### config.mk
export PLATFORM = sky130hd
export DESIGN_NAME = rob_param_multicdb
export DESIGN_NICKNAME = d
export VERILOG_FILES = /design/src/rtl/rob_param_multicdb.sv
export SDC_FILE = /design/constraint.sdc
export NUM_CORES = 1
export LEC_CHECK = 0
export ABC_CLOCK_PERIOD_IN_PS = 5820
export CAP_MARGIN = 20
export CORE_ASPECT_RATIO = 2
export CORE_UTILIZATION = 30
export CTS_CLUSTER_DIAMETER = 30
export DETAILED_ROUTE_END_ITERATION = 8
export GPL_ROUTABILITY_DRIVEN = 1
export HOLD_SLACK_MARGIN = 0.12
export MAX_ROUTING_LAYER = met4
export PLACE_DENSITY = 0.57
export REMOVE_ABC_BUFFERS = 1
export SYNTH_ARGS = -nofsm -noshare
export SYNTH_HDL_FRONTEND = slang
export SYNTH_SLANG_ARGS = --single-unit
### constraint.sdc
create_clock -name clk -period 5.82 [get_ports clk]
set_input_delay 1.746 -clock clk [delete_from_list [all_inputs] [get_ports clk]]
set_output_delay 1.746 -clock clk [all_outputs]
set_load 0.005 [all_outputs]
### src/rtl/rob_param_multicdb.sv
// Parametrised reorder buffer: in-order allocate, multi-CDB out-of-order capture, in-order commit.
// Optional macro ROB_CDB_BYPASS_EN adds a same-cycle CDB forward onto lookup and head outputs.
module rob_param_multicdb #(
    parameter int DEPTH   = 8,
    parameter int NUM_CDB = 2,
    localparam int TAG_W  = $clog2(DEPTH),
    localparam int CNT_W  = $clog2(DEPTH + 1)
) (
    input  logic                     clk,
    input  logic                     rst_n,
    input  logic                     flush,
    input  logic                     alloc_en,
    input  logic [3:0]               alloc_opcode,
    input  logic [2:0]               alloc_dest,
    input  logic [15:0]              alloc_value,
    input  logic                     alloc_valid,
    input  logic                     alloc_predict,
    output logic [TAG_W-1:0]         alloc_tag,
    input  logic [NUM_CDB-1:0]       cdb_valid,
    input  logic [NUM_CDB*TAG_W-1:0] cdb_tag,
    input  logic [NUM_CDB*16-1:0]    cdb_value,
    input  logic [TAG_W-1:0]         src1_tag,
    input  logic [TAG_W-1:0]         src2_tag,
    output logic [15:0]              src1_value,
    output logic [15:0]              src2_value,
    output logic                     src1_ready,
    output logic                     src2_ready,
    input  logic                     commit_en,
    output logic                     head_busy,
    output logic                     head_ready,
    output logic [3:0]               head_opcode,
    output logic [2:0]               head_dest,
    output logic [15:0]              head_value,
    output logic                     head_predict,
    output logic                     full,
    output logic                     empty,
    output logic [CNT_W-1:0]         count
);

    // Storage is rounded up to a power of two so every tag value indexes a
    // defined slot; slots at or beyond DEPTH are never allocated and stay idle.
    localparam int ENTRIES = 1 << TAG_W;

    logic        busy_q    [ENTRIES];
    logic        ready_q   [ENTRIES];
    logic [3:0]  opcode_q  [ENTRIES];
    logic [2:0]  dest_q    [ENTRIES];
    logic [15:0] value_q   [ENTRIES];
    logic        predict_q [ENTRIES];

    logic [TAG_W-1:0] head_q, tail_q;
    logic [CNT_W-1:0] count_q;
    logic             do_alloc, do_commit;

    function automatic logic [TAG_W-1:0] ptr_next(input logic [TAG_W-1:0] p);
        return (p == TAG_W'(DEPTH - 1)) ? '0 : p + TAG_W'(1);
    endfunction

    assign count     = count_q;
    assign full      = (count_q == CNT_W'(DEPTH));
    assign empty     = (count_q == '0);
    assign alloc_tag = tail_q;
    assign do_alloc  = alloc_en && !full;
    assign do_commit = commit_en && head_busy && head_ready;

    always_ff @(posedge clk or negedge rst_n) begin
        if (!rst_n) begin
            // NOTE: the entry fields are reset too, not only busy/ready, so the
            // unqualified lookup values read as zero straight out of reset.
            for (int i = 0; i < ENTRIES; i++) begin
                busy_q[i]    <= 1'b0;
                ready_q[i]   <= 1'b0;
                opcode_q[i]  <= '0;
                dest_q[i]    <= '0;
                value_q[i]   <= '0;
                predict_q[i] <= 1'b0;
            end
            head_q  <= '0;
            tail_q  <= '0;
            count_q <= '0;
        end else if (flush) begin
            for (int i = 0; i < ENTRIES; i++) begin
                busy_q[i]  <= 1'b0;
                ready_q[i] <= 1'b0;
            end
            head_q  <= '0;
            tail_q  <= '0;
            count_q <= '0;
        end else begin
            // NOTE: non-blocking writes to one entry resolve to the last one
            // executed, so ports are walked high to low to let port 0 win, and
            // commit/alloc follow the CDB loop so they override a capture.
            for (int p = NUM_CDB - 1; p >= 0; p--) begin
                if (cdb_valid[p] && busy_q[cdb_tag[p*TAG_W +: TAG_W]]
                    && !ready_q[cdb_tag[p*TAG_W +: TAG_W]]) begin
                    ready_q[cdb_tag[p*TAG_W +: TAG_W]] <= 1'b1;
                    value_q[cdb_tag[p*TAG_W +: TAG_W]] <= cdb_value[p*16 +: 16];
                end
            end
            if (do_commit) begin
                busy_q[head_q]  <= 1'b0;
                ready_q[head_q] <= 1'b0;
                head_q          <= ptr_next(head_q);
            end
            if (do_alloc) begin
                busy_q[tail_q]    <= 1'b1;
                ready_q[tail_q]   <= alloc_valid;
                opcode_q[tail_q]  <= alloc_opcode;
                dest_q[tail_q]    <= alloc_dest;
                value_q[tail_q]   <= alloc_value;
                predict_q[tail_q] <= alloc_predict;
                tail_q            <= ptr_next(tail_q);
            end
            case ({do_alloc, do_commit})
                2'b10:   count_q <= count_q + CNT_W'(1);
                2'b01:   count_q <= count_q - CNT_W'(1);
                default: count_q <= count_q;
            endcase
        end
    end

`ifdef ROB_CDB_BYPASS_EN
    // Returns {hit, value} of the lowest-numbered CDB port broadcasting tag t.
    function automatic logic [16:0] cdb_snoop(input logic [TAG_W-1:0] t,
                                              input logic [NUM_CDB-1:0] v,
                                              input logic [NUM_CDB*TAG_W-1:0] tags,
                                              input logic [NUM_CDB*16-1:0] vals);
        logic [16:0] r;
        r = '0;
        for (int p = NUM_CDB - 1; p >= 0; p--)
            if (v[p] && tags[p*TAG_W +: TAG_W] == t) r = {1'b1, vals[p*16 +: 16]};
        return r;
    endfunction

    logic [16:0] src1_hit, src2_hit, head_hit;
    assign src1_hit = cdb_snoop(src1_tag, cdb_valid, cdb_tag, cdb_value);
    assign src2_hit = cdb_snoop(src2_tag, cdb_valid, cdb_tag, cdb_value);
    assign head_hit = cdb_snoop(head_q, cdb_valid, cdb_tag, cdb_value);
`endif

    always_comb begin
        // NOTE: every output gets a registered-state default first; the
        // optional bypass only overrides, so no path can infer a latch.
        src1_ready = busy_q[src1_tag] && ready_q[src1_tag];
        src1_value = value_q[src1_tag];
        src2_ready = busy_q[src2_tag] && ready_q[src2_tag];
        src2_value = value_q[src2_tag];
        head_busy  = busy_q[head_q];
        head_ready = busy_q[head_q] && ready_q[head_q];
        head_value = busy_q[head_q] ? value_q[head_q] : '0;
`ifdef ROB_CDB_BYPASS_EN
        if (busy_q[src1_tag] && !ready_q[src1_tag] && src1_hit[16]) begin
            src1_ready = 1'b1;
            src1_value = src1_hit[15:0];
        end
        if (busy_q[src2_tag] && !ready_q[src2_tag] && src2_hit[16]) begin
            src2_ready = 1'b1;
            src2_value = src2_hit[15:0];
        end
        if (busy_q[head_q] && !ready_q[head_q] && head_hit[16]) begin
            head_ready = 1'b1;
            head_value = head_hit[15:0];
        end
`endif
    end

    assign head_opcode  = head_busy ? opcode_q[head_q]  : '0;
    assign head_dest    = head_busy ? dest_q[head_q]    : '0;
    assign head_predict = head_busy ? predict_q[head_q] : 1'b0;

endmodule

### Met3 routing, run 1

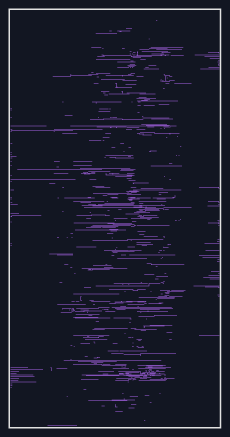
main direction = horizontal
longest straight run = 75.0 um
nets with wire on the layer = 267

### Register map, names as in the netlist, run 1

Other sequential cells in the stronger gray, the rest of the logic in the fainter gray.
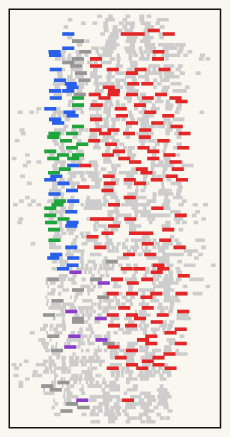
red -> `value_q`  # flops 128
purple -> `busy_q`  # flops 8
green -> `dest_q`  # flops 24
blue -> `opcode_q`  # flops 32
not colored = 26

### Placement view, run 1

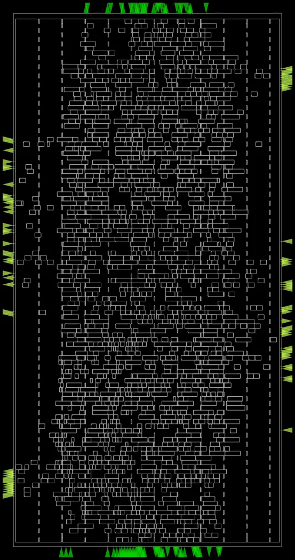
Row Count: 115
fillers: 4,752

==> run 1: cell usage in the layout, fill, tap and decap left out, types with 8 or more instances in the layout <==
master and instances:
o221ai_2 19, o221ai_1 67, buf_4 72, a31o_2 9, nand3_1 10, clkbuf_8 8
nand4_1 15, mux2i_1 106, mux2_2 122, nand2_1 39, a21oi_1 13, a41oi_1 18
inv_1 22, a221o_1 25, a31oi_1 13, dfrtp_1 218, clkdlybuf4s50_1 138, o21ai_0 13
clkbuf_16 37, a22oi_1 178, mux4_2 68, nor2_1 16, a22o_1 39, o211ai_1 15
==> run 1: metal layers <==
layer  part of all wire [%]  global-route usage (%)  vias up
li1                       -                       -     5687
met1                     34                    28.1     7235
met2                     51                    46.0      876
met3                    7.4                    5.09      306
met4                    7.5                    18.2        0
met5                      0                       -        -
==> run 1: worst min path at each step <==
stage / slack [ns] / endpoint / start / depth (start not counted)
6_report: 0.50 / dest_q[2]$_DFFE_PN0P_ / dest_q[2]$_DFFE_PN0P_ / 1
5_1_grt: 0.51 / opcode_q[16]$_DFFE_PN0P_ / opcode_q[16]$_DFFE_PN0P_ / 1
4_1_cts: 0.51 / dest_q[2]$_DFFE_PN0P_ / dest_q[2]$_DFFE_PN0P_ / 1
3_5_place_dp: 0.50 / opcode_q[19]$_DFFE_PN0P_ / opcode_q[19]$_DFFE_PN0P_ / 1
3_3_place_gp: 0.49 / dest_q[1]$_DFFE_PN0P_ / dest_q[1]$_DFFE_PN0P_ / 1
2_1_floorplan: 0.48 / dest_q[5]$_DFFE_PN0P_ / dest_q[5]$_DFFE_PN0P_ / 1
==> run 1: state kept, by name, summed over array words and instances (netlist names) <==
signal / flops
alloc_tag: 3
busy_q: 8
count: 4
dest_q: 24
head_q: 3
opcode_q: 32
predict_q: 8
ready_q: 8
value_q: 128
==> changes_impl.md, run 1 <==
### Changed

- CTS Buf Count: 37
- I/O pin count: 145
- Setup crit start kind: input pin
- Overall die width: 160 um
- Die area: 51,200 um^2
- Iter 0 DRT Violations: 1,492
- Cell taking the most area after synthesis: dfrtp_1
- Reg power frac: 37.9%
- XOR Share, Synth: 0.208%
- Crit. Startpoint: src2_tag[0]
- Fmax: 185 MHz
- Logic inverters: 24
- Synth warnings: 0
- GR Util All Layers: 27.0%
- First-pass GRT wire length: 99,600 um
- Post-CTS Setup Bufs: 0
- Fin. Hold Viols: 0
- WL per Instance: 32.1 um
- Adder Area Share: 0.498%
- Status: finished, final reports clean
- Seq cells: 218
- CTS tree: built
- Vias: 14,104
- Syn Area/Cell: 11.5 um^2
### Routed metal per tile, run 1

16 x 32 tiles, from black (low) to pale yellow (high), scaled to the fullest tile. Values are wire area over tile area, all layers added.
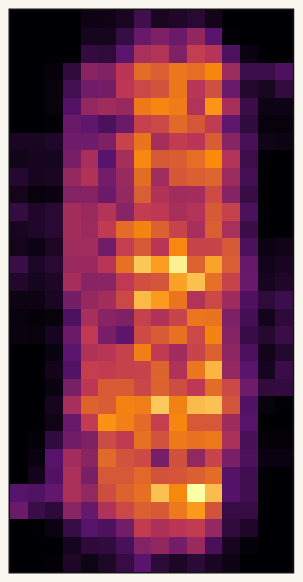

## Run 2: what changed since run 1
Settings changed: ABC_CLOCK_PERIOD_IN_PS 5820 to 4620, PLACE_DENSITY 0.57 to 0.59.
Clock period 5.82 ns to 4.62 ns, I/O delays scaled along.
### Routed metal per tile, run 2

16 x 32 tiles, from black (low) to pale yellow (high), scaled to the fullest tile. Values are wire area over tile area, all layers added.
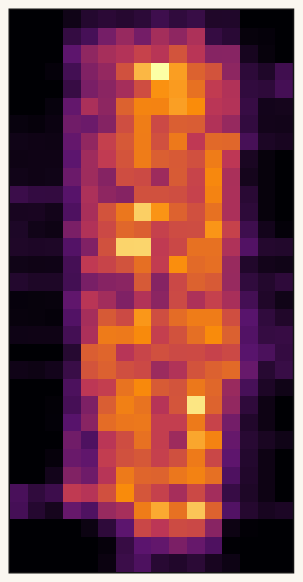
nearly empty tiles = 17%
densest ninth of the die = center
mean over tiles = 0.23
fullest tile = 0.73
tiles over half the peak = 33%

==> changes_impl.md, run 2 <==
### Changed

- Reg power frac: 35.8% (was 37.9%)
- Largest net degree at the start of global routing: 123 (was 159)
- Routing usage on met2: 45.8% (was 46.0%)
- Fmax: 220 MHz
- Iter 0 DRT Violations: 1,474 (was 1,492)
- Chip Area, Yosys: 15,100 um^2 (unchanged)
- Cell taking the most area after synthesis: dfrtp_1 (unchanged)
- I/O pin count: 145 (unchanged)
- CTS tree: built (unchanged)
- Dominant logic cell types in the final layout: dfrtp_1, a22oi_1, clkdlybuf4s50_1 (unchanged)
- CTS Buf Count: 40 (was 37)
- Overall die width: 160 um (unchanged)
- Wire length on met2: 34,400 um (was 34,500 um)
- Die area: 51,200 um^2 (unchanged)
- Gate power share: 21.3% (was 21.7%)
- Fin. Hold Viols: 0 (unchanged)
- Most flops, register: value_q (unchanged)
- Post-synth regs: 218 (unchanged)
- Row Count: 115 (unchanged)
- Top routing layer in use: met4 (unchanged)
- M1 WL: 23,100 um (was 22,900 um)
- GR peak layer: met2 (unchanged)
- Seq cells: 218 (unchanged)
- Post-CTS Setup Bufs: 0 (unchanged)
- Signal buf overhead: 12.7% (was 11.3%)
- Synth warnings: 0 (unchanged)
- Fillers: 4,669 (was 4,752)
- HPWL after DPL: 45,700 um (was 44,800 um)
- Max reg flops: 128 (unchanged)
- WL per Instance: 32.2 um (was 32.1 um)
- Status: finished, final reports clean (unchanged)
- Vias: 14,334 (was 14,104)
- Largest regs: value_q x128, opcode_q x32, dest_q x24 (unchanged)
- GR Util All Layers: 27.4% (was 27.0%)
- First-pass GRT wire length: 101,000 um (was 99,600 um)
- Most frequent logic cell in the layout: dfrtp_1 (unchanged)
- Syn Area/Cell: 11.5 um^2 (unchanged)
- Hold_ws: 0.505 ns (was 0.503 ns)
- Logic inverters: 24 (unchanged)
- Top cells by count, synth: dfrtp_1, a22oi_1, mux2_2 (unchanged)
- Met1 usage: 28.4% (was 28.1%)
- Setup crit start kind: input pin (unchanged)
==> run 2: cell counts after synthesis <==
No cell type changed its count.
==> run 2: cell families (layout without fill, tap and decap cells) <==
family,after synthesis,count (layout),synth area share [%]
AOI/OAI and AO/OA,468,468,25.9
muxes,296,296,26.3
DFF,218,218,36.2
buffers and inverters,167,346,4.68
and+or+nand+nor,156,156,6.20
adders and majority gates,6,6,0.498
xor gates and xnor gates,2,2,0.208
other,0,3,0
==> run 2: through the flow <==
stage | util (%) | power, uW | area, um^2
2_1_floorplan | - | 3330 | 14500
3_3_place_gp | 36.0 | 4100 | 17800
3_5_place_dp | 36.0 | 4140 | 17800
4_1_cts | 38.9 | 7270 | 19200
5_1_grt | 38.9 | 7510 | 19200
6_report | 38.9 | 7280 | 19200
==> run 2: worst paths after layout <==
path | to | cells after the start | start | slack, ns
worst min-delay path | opcode_q[24]$_DFFE_PN0P_ | 1 | opcode_q[24]$_DFFE_PN0P_ | 0.50
max in group asynchronous | value_q[19]$_DFFE_PN0N_ | 2 | rst_n | 2.68
worst min register to register | opcode_q[24]$_DFFE_PN0P_ | 1 | opcode_q[24]$_DFFE_PN0P_ | 0.50
min in group asynchronous | value_q[51]$_DFFE_PN0N_ | 1 | rst_n | 0.84
worst max register to register | count[2]$_DFFE_PN0P_ | 10 | head_q[2]$_DFFE_PN0P_ | 1.44
worst max-delay path | src1_value[1] | 5 | src1_tag[1] | 0.08
==> run 2: worst reg2reg max path, stage by stage, from the launching register on <==
cell and delay [ns]:
dfrtp_2 0.50, and4_1 0.24, a31o_2 0.24, o311ai_1 0.83
nor2_1 0.17, xor2_1 0.19, ha_1 0.21, o31ai_1 0.30
nor3_1 0.10, a32oi_1 0.16, a31oi_1 0.11
Power is estimated from default activity; no workload was simulated.
